==> src/rtl/adc_pkg.sv <==
// Shared definitions for the dual-channel serial ADC reader: FSM states,
// frame geometry and counter widths.
package adc_pkg;

    localparam int FRAME_LEN   = 34;
    localparam int A_OFFSET    = 2;
    localparam int B_OFFSET    = 18;
    localparam int SAMPLE_W    = 14;
    localparam int CONV_W      = 2;
    localparam int BIT_CNT_W   = 6;
    localparam int PHASE_CNT_W = 8;

    typedef enum logic [1:0] {
        IDLE   = 2'd0,
        CONV   = 2'd1,
        SHIFT  = 2'd2,
        FINISH = 2'd3
    } adc_state_t;

    // True when frame bit k belongs to the 14-bit field starting at offset.
    function automatic logic in_field(input logic [BIT_CNT_W-1:0] k, input int offset);
        return (int'(k) >= offset) && (int'(k) < offset + SAMPLE_W);
    endfunction

endpackage

==> src/rtl/adc_sck_gen.sv <==
// Serial clock generator: DIV cycles low then DIV cycles high per period,
// FRAME_LEN periods per frame, with sample and end-of-frame strobes.
module adc_sck_gen
    import adc_pkg::*;
#(
    parameter int DIV = 2
) (
    input  logic                 clk,
    input  logic                 rst,
    input  logic                 en,
    output logic                 sck,
    output logic                 rise,
    output logic                 last,
    output logic [BIT_CNT_W-1:0] bit_idx
);

    localparam logic [PHASE_CNT_W-1:0] PHASE_END = PHASE_CNT_W'(DIV - 1);
    localparam logic [BIT_CNT_W-1:0]   LAST_BIT  = BIT_CNT_W'(FRAME_LEN - 1);

    logic [PHASE_CNT_W-1:0] phase_cnt;
    logic [BIT_CNT_W-1:0]   bit_cnt;
    logic                   sck_r;
    logic                   running;
    logic                   phase_end;

    assign phase_end = running && (phase_cnt == PHASE_END);
    assign rise      = phase_end && !sck_r;
    assign last      = phase_end && sck_r && (bit_cnt == LAST_BIT);
    assign sck       = sck_r;
    assign bit_idx   = bit_cnt;

    // Phase/period counters; the first enabled cycle only arms the first low phase.
    always_ff @(posedge clk or posedge rst) begin
        if (rst) begin
            phase_cnt <= '0;
            bit_cnt   <= '0;
            sck_r     <= 1'b1;
            running   <= 1'b0;
        end else if (!en || last) begin
            phase_cnt <= '0;
            bit_cnt   <= '0;
            sck_r     <= 1'b1;
            running   <= 1'b0;
        end else if (!running) begin
            phase_cnt <= '0;
            bit_cnt   <= '0;
            sck_r     <= 1'b0;
            running   <= 1'b1;
        end else if (phase_end) begin
            phase_cnt <= '0;
            if (!sck_r) begin
                sck_r   <= 1'b1;
                bit_cnt <= bit_cnt;
            end else begin
                sck_r   <= 1'b0;
                bit_cnt <= bit_cnt + 6'd1;
            end
        end else begin
            phase_cnt <= phase_cnt + 8'd1;
            bit_cnt   <= bit_cnt;
            sck_r     <= sck_r;
        end
    end

endmodule

==> src/rtl/adc_reader.sv <==
// Dual-channel serial ADC reader: start strobe, 34-bit SCK frame, two 14-bit
// samples. Optional sticky overrun flag under `ADC_READER_OVERRUN_EN.
module adc_reader
    import adc_pkg::*;
#(
    parameter int DIV = 2
) (
    input  logic                CLK50MHZ,
    input  logic                RST,
    input  logic                trig,
    output logic                done,
    output logic                busy,
    output logic [SAMPLE_W-1:0] a,
    output logic [SAMPLE_W-1:0] b,
    output logic                ad_conv,
    output logic                spi_sck,
    input  logic                spi_miso
`ifdef ADC_READER_OVERRUN_EN
    ,
    output logic                overrun
`endif
);

    localparam logic [1:0] CONV_END = 2'(CONV_W - 1);

    adc_state_t            state;
    adc_state_t            next_state;
    logic [1:0]            conv_cnt;
    logic [SAMPLE_W-1:0]   a_sh;
    logic [SAMPLE_W-1:0]   b_sh;
    logic [SAMPLE_W-1:0]   a_r;
    logic [SAMPLE_W-1:0]   b_r;
    logic                  done_r;
    logic                  busy_r;
    logic                  ad_conv_r;
    logic                  sck_rise;
    logic                  sck_last;
    logic [BIT_CNT_W-1:0]  bit_idx;

    adc_sck_gen #(
        .DIV (DIV)
    ) u_sck_gen (
        .clk     (CLK50MHZ),
        .rst     (RST),
        .en      (state == SHIFT),
        .sck     (spi_sck),
        .rise    (sck_rise),
        .last    (sck_last),
        .bit_idx (bit_idx)
    );

    // Next-state decode; trig is only looked at in IDLE.
    always_comb begin
        next_state = state;
        case (state)
            IDLE: begin
                if (trig) next_state = CONV;
                else      next_state = IDLE;
            end
            CONV: begin
                if (conv_cnt == CONV_END) next_state = SHIFT;
                else                      next_state = CONV;
            end
            SHIFT: begin
                if (sck_last) next_state = FINISH;
                else          next_state = SHIFT;
            end
            FINISH:  next_state = IDLE;
            default: next_state = IDLE;
        endcase
    end

    // State, CONV length counter and state-aligned registered strobes.
    always_ff @(posedge CLK50MHZ or posedge RST) begin
        if (RST) begin
            state     <= IDLE;
            conv_cnt  <= 2'd0;
            done_r    <= 1'b0;
            busy_r    <= 1'b0;
            ad_conv_r <= 1'b0;
        end else begin
            state     <= next_state;
            conv_cnt  <= (state == CONV) ? conv_cnt + 2'd1 : 2'd0;
            done_r    <= (next_state == FINISH);
            busy_r    <= (next_state != IDLE);
            ad_conv_r <= (next_state == CONV);
        end
    end

    // Shift each channel field MSB first; publish both only on FINISH entry.
    always_ff @(posedge CLK50MHZ or posedge RST) begin
        if (RST) begin
            a_sh <= '0;
            b_sh <= '0;
            a_r  <= '0;
            b_r  <= '0;
        end else begin
            if (sck_rise && in_field(bit_idx, A_OFFSET)) a_sh <= {a_sh[SAMPLE_W-2:0], spi_miso};
            else                                         a_sh <= a_sh;
            if (sck_rise && in_field(bit_idx, B_OFFSET)) b_sh <= {b_sh[SAMPLE_W-2:0], spi_miso};
            else                                         b_sh <= b_sh;
            if (next_state == FINISH) begin
                a_r <= a_sh;
                b_r <= b_sh;
            end else begin
                a_r <= a_r;
                b_r <= b_r;
            end
        end
    end

`ifdef ADC_READER_OVERRUN_EN
    logic overrun_r;

    // Sticky record of any trigger that arrived while a frame was in flight.
    always_ff @(posedge CLK50MHZ or posedge RST) begin
        if (RST)                  overrun_r <= 1'b0;
        else if (trig && busy_r)  overrun_r <= 1'b1;
        else                      overrun_r <= overrun_r;
    end

    assign overrun = overrun_r;
`endif

    assign done    = done_r;
    assign busy    = busy_r;
    assign ad_conv = ad_conv_r;
    assign a       = a_r;
    assign b       = b_r;

endmodule

==> config.mk <==
export PLATFORM = sky130hd
export DESIGN_NAME = adc_reader
export DESIGN_NICKNAME = d
export VERILOG_FILES = /design/src/rtl/adc_pkg.sv /design/src/rtl/adc_sck_gen.sv /design/src/rtl/adc_reader.sv
export SDC_FILE = /design/constraint.sdc
export NUM_CORES = 1
export LEC_CHECK = 0
export ABC_AREA = 1
export CAP_MARGIN = 30
export CORE_MARGIN = 10
export CORE_UTILIZATION = 60
export CTS_CLUSTER_DIAMETER = 30
export DETAILED_ROUTE_END_ITERATION = 8
export GPL_TIMING_DRIVEN = 0
export PLACE_DENSITY = 0.84
export RECOVER_POWER = 50
export SETUP_SLACK_MARGIN = 0.05
export SLEW_MARGIN = 5
export SYNTH_ARGS = -nofsm -noshare
export SYNTH_HDL_FRONTEND = slang
export SYNTH_SLANG_ARGS = --single-unit
==> constraint.sdc <==
create_clock -name CLK50MHZ -period 6.5 [get_ports CLK50MHZ]
set_clock_uncertainty 0.15 [all_clocks]
set_input_delay 0.975 -clock CLK50MHZ [delete_from_list [all_inputs] [get_ports CLK50MHZ]]
set_output_delay 0.975 -clock CLK50MHZ [all_outputs]
set_load 0.01 [all_outputs]
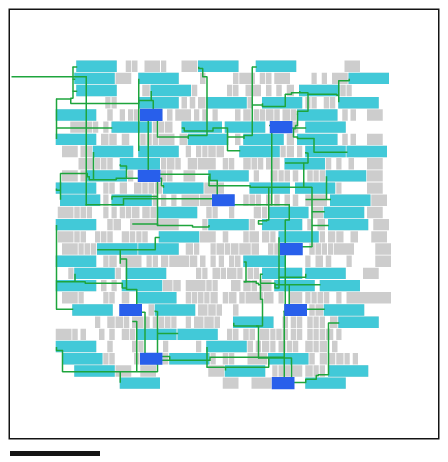
Run 1: routed clock nets over the placement
Scale bar: 20 um.
flip-flops: drawn in cyan, count 79. clock drivers: drawn in blue, count 9. clock wires: drawn in green, length 905 um.
Position of the flops: all over the die.
Clk. pwr: 0.000374 W
clock share of power: 0.422
Clock Latency Late Sink: 0.35 ns

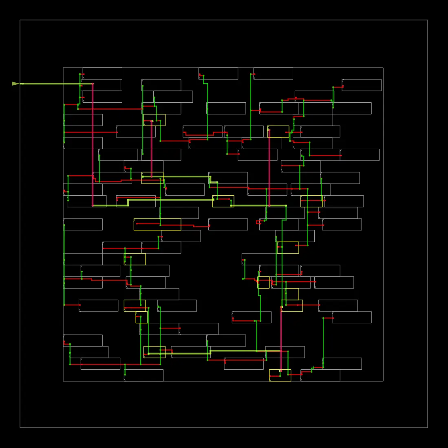
Run 1: clock wiring as the flow saved it
clock sinks: 79
Num CTS Buffers: 9
clk_buf instances: 11

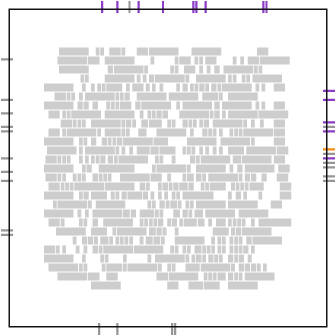
Run 1: ports around the boundary
Pins as bars across the die edge, other pins in grey.
`ad_conv`: drawn in orange, pins 1, direction output, edge right. `b`: drawn in purple, pins 14, direction output, edge 9 top, 5 right.
Die Span Y: 95.50 um
buffers added on ports: 35
Die W: 95.50 um

==> deck_impl_summary.md, run 1 <==
Run Summary

Clock tree
  – Root buf cell: clkbuf_8
  – # Post-CTS Setup Buffers: 0
  – Max clock buf depth: 2

Synthesis
  – Xor/xnor share: 0
  – Post-synth EDFFs: 0
  – Synth Cell Area: 3420 sq um
  – Post-Syn Nets: 417
  – Seq cells post-synth: slightly below 80

Finish
  – Register area: 1978 sq um
  – Area Overhead vs Synth: 19.43%
  – Largest class: flip-flops and latches
  – Non-clock buffer share: 0.1152

GRT
  – Initial antenna violation count: 0
  – Via count of the first global-routing pass: 2602
  – Grt met3 use: 0.04399

Min path
  – Hold path depth: 1
  – Hold_sp: conv_cnt[0]$_DFF_PP0_
  – Hold Path End: conv_cnt[0]$_DFF_PP0_

Route
  – Drt initial violations: 144
  – Max Used Layer: met4
  – Drt first pass iters: 4
  – Detailed Route WL: 7169 um
  – DRC errors left: 0
  – M1 WL: 3173 um

Placed design
  – Place WS: 4.233 ns

Setup path
  – Critical path depth in cells: 1

Final timing
  – Fmax: roughly 380 MHz
  – RSZ-0062 raised after global routing: false
  – Final worst slack: 3.868 ns

Pwr
  – Leak: 2.192 nW
  – Part of the power in combinational logic: 0.018
  – Final Power: 0.0008867 W

Run status
  – Status: finished clean
## Run 2: what changed since run 1
--- a/config.mk
+++ b/config.mk
@@ -8,11 +8,11 @@
 export ABC_AREA = 1
 export CAP_MARGIN = 30
 export CORE_MARGIN = 10
-export CORE_UTILIZATION = 60
+export CORE_UTILIZATION = 56
 export CTS_CLUSTER_DIAMETER = 30
 export DETAILED_ROUTE_END_ITERATION = 8
 export GPL_TIMING_DRIVEN = 0
-export PLACE_DENSITY = 0.84
+export PLACE_DENSITY = 0.79
 export RECOVER_POWER = 50
 export SETUP_SLACK_MARGIN = 0.05
 export SLEW_MARGIN = 5
==> constraint.sdc (replaced) <==
create_clock -name CLK50MHZ -period 2.5 [get_ports CLK50MHZ]
set_clock_uncertainty 0.15 [all_clocks]
set_input_delay 0.375 -clock CLK50MHZ [delete_from_list [all_inputs] [get_ports CLK50MHZ]]
set_output_delay 0.375 -clock CLK50MHZ [all_outputs]
set_load 0.01 [all_outputs]
==> run 2 against run 1 <==
Against the previous run:
- via count down 0.33%
- clock power went up to 2.8 times the previous value
- sequential cell count unchanged
- critical path depth unchanged
- largest cell class unchanged
==> deck_impl_summary.md, run 2 <==
Run Summary

Pwr
  – Part of the power in combinational logic: 0.015 (-0.003)
  – Clk. pwr: 0.00105 W (+180%)
  – Final Power: 0.002378 W (+170%)

Setup path
  – Critical path depth in cells: 1 (unchanged)

Min path
  – Hold Path End: conv_cnt[0]$_DFF_PP0_
  – Hold_sp: conv_cnt[0]$_DFF_PP0_
  – Hold path depth: 1 (unchanged)

GRT
  – Grt met3 use: 0.04510 (+0.001112)

Synthesis
  – Synth Cell Area: 3420 sq um (unchanged)
  – Xor/xnor share: 0 (unchanged)
  – Post-synth EDFFs: 0 (unchanged)

Floorplanning
  – Die W: 98.14 um (+2.8%)
  – Die Span Y: 98.14 um (+2.8%)

Clock tree
  – # Post-CTS Setup Buffers: 0 (unchanged)
  – Clock sinks: 79 (unchanged)
  – Root buf cell: clkbuf_8

Finish
  – Non-clock buffer share: 0.1117 (-0.003507)
  – Area Overhead vs Synth: 19.58%
  – Clk_buf instances: 10 (-1)
  – Register area: 1978 sq um (unchanged)

Placed design
  – Place WS: 0.6048 ns (-3.629 ns)

Route
  – Drt initial violations: 149 (+3.5%)
  – Detailed Route WL: 6894 um (-3.8%)

Run status
  – Status: finished clean

Final timing
  – Final worst slack: 0.4971 ns (-3.371 ns)
  – Fmax: 499.3 MHz
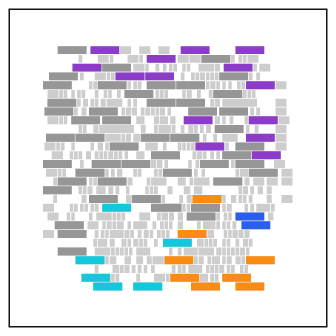
Run 2: sequential cells grouped by signal name
Other sequential cells in the stronger grey, the rest of the logic in the fainter grey.
`u_sck_gen.phase_cnt`: drawn in orange, placed flops 8. `b`: drawn in purple, placed flops 14. `u_sck_gen.bit_idx`: drawn in cyan, placed flops 6. `conv_cnt`: drawn in blue, placed flops 2.

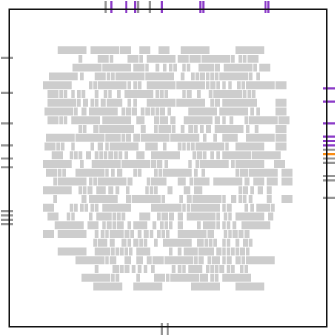
Run 2: ports around the boundary
Pins as bars across the die edge, other pins in grey.
`ad_conv`: drawn in orange, pins 1, direction output, edge right. `b`: drawn in purple, pins 14, direction output, edge 8 top, 6 right.

Run 2, clock wiring as the flow saved it:
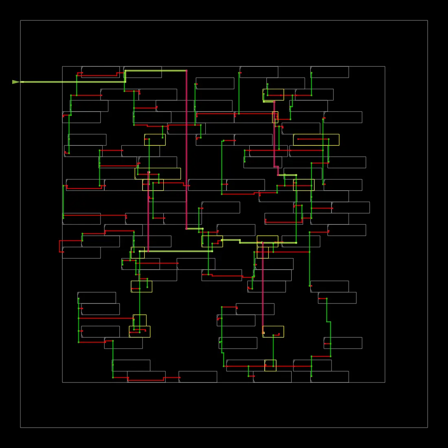

## Run 3: what changed since run 2
--- a/config.mk
+++ b/config.mk
@@ -8,11 +8,11 @@
 export ABC_AREA = 1
 export CAP_MARGIN = 30
 export CORE_MARGIN = 10
-export CORE_UTILIZATION = 56
+export CORE_UTILIZATION = 50
 export CTS_CLUSTER_DIAMETER = 30
 export DETAILED_ROUTE_END_ITERATION = 8
 export GPL_TIMING_DRIVEN = 0
-export PLACE_DENSITY = 0.79
+export PLACE_DENSITY = 0.75
 export RECOVER_POWER = 50
 export SETUP_SLACK_MARGIN = 0.05
 export SLEW_MARGIN = 5
==> constraint.sdc (replaced) <==
create_clock -name CLK50MHZ -period 1.6 [get_ports CLK50MHZ]
set_clock_uncertainty 0.15 [all_clocks]
set_input_delay 0.24 -clock CLK50MHZ [delete_from_list [all_inputs] [get_ports CLK50MHZ]]
set_output_delay 0.24 -clock CLK50MHZ [all_outputs]
set_load 0.01 [all_outputs]
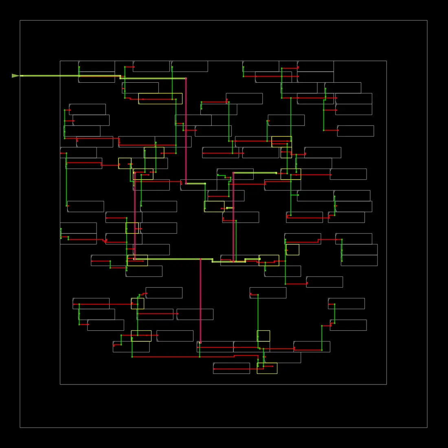
Run 3: clock wiring as the flow saved it
Clk. pwr: 0.00154 W
Flops: 79

==> run 3 against run 2 <==
Against the previous run:
- the flow now finishes with violations (negative setup slack)
- area after synthesis stayed put
- sequential share of layout area is 7.0 points lower
- core utilization is 2.0 points higher
- sequential power is 57% higher
- critical endpoint is now a[9]$_DFFE_PP0N_
==> deck_impl_summary.md, run 3 <==
Run Summary

Run status
  – Status: finished with violations
  – Failing checks: negative setup slack

Route
  – Detailed Route WL: 8862 um (+29%)
  – Drt initial violations: 265 (+78%)

Floorplanning
  – Die Span Y: 102.7 um (+4.6%)
  – Die W: 102.7 um (+4.6%)

Final timing
  – Final worst slack: -0.2647 ns (-0.7618 ns)
  – Final setup violation count: 75
  – Period utilisation layout: 1.165
  – Fmax: 536.3 MHz

Pwr
  – Final Power: 0.003636 W (+53%)

GRT
  – Grt met3 use: 0.04357 (-0.001537)

Finish
  – Register area: 1978 sq um (unchanged)
  – Area Overhead vs Synth: 39.66%
  – Clk_buf instances: 9 (-1)

Synthesis
  – Synth Cell Area: 3420 sq um (unchanged)
  – Post-synth EDFFs: 0 (unchanged)
  – Xor/xnor share: 0 (unchanged)

Setup path
  – Critical path depth in cells: 11 (+10)

Clock tree
  – # Post-CTS Setup Buffers: 12 (+12)
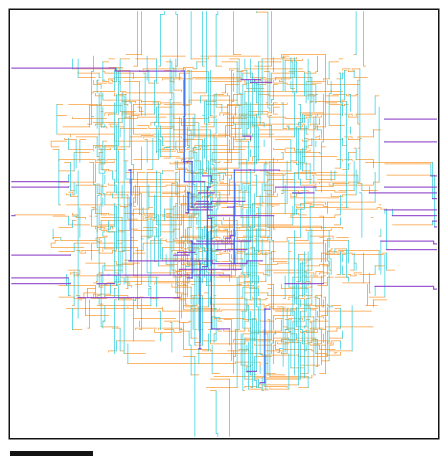
Run 3: wiring by layer
Scale bar: 20 um.
metal 2: drawn in cyan, wire length 4400 um. metal 1: drawn in orange, wire length 3780 um. metal 4: drawn in blue, wire length 180 um. metal 3: drawn in purple, wire length 498 um.

No activity file was given, so power comes from the tool's default toggle rates.
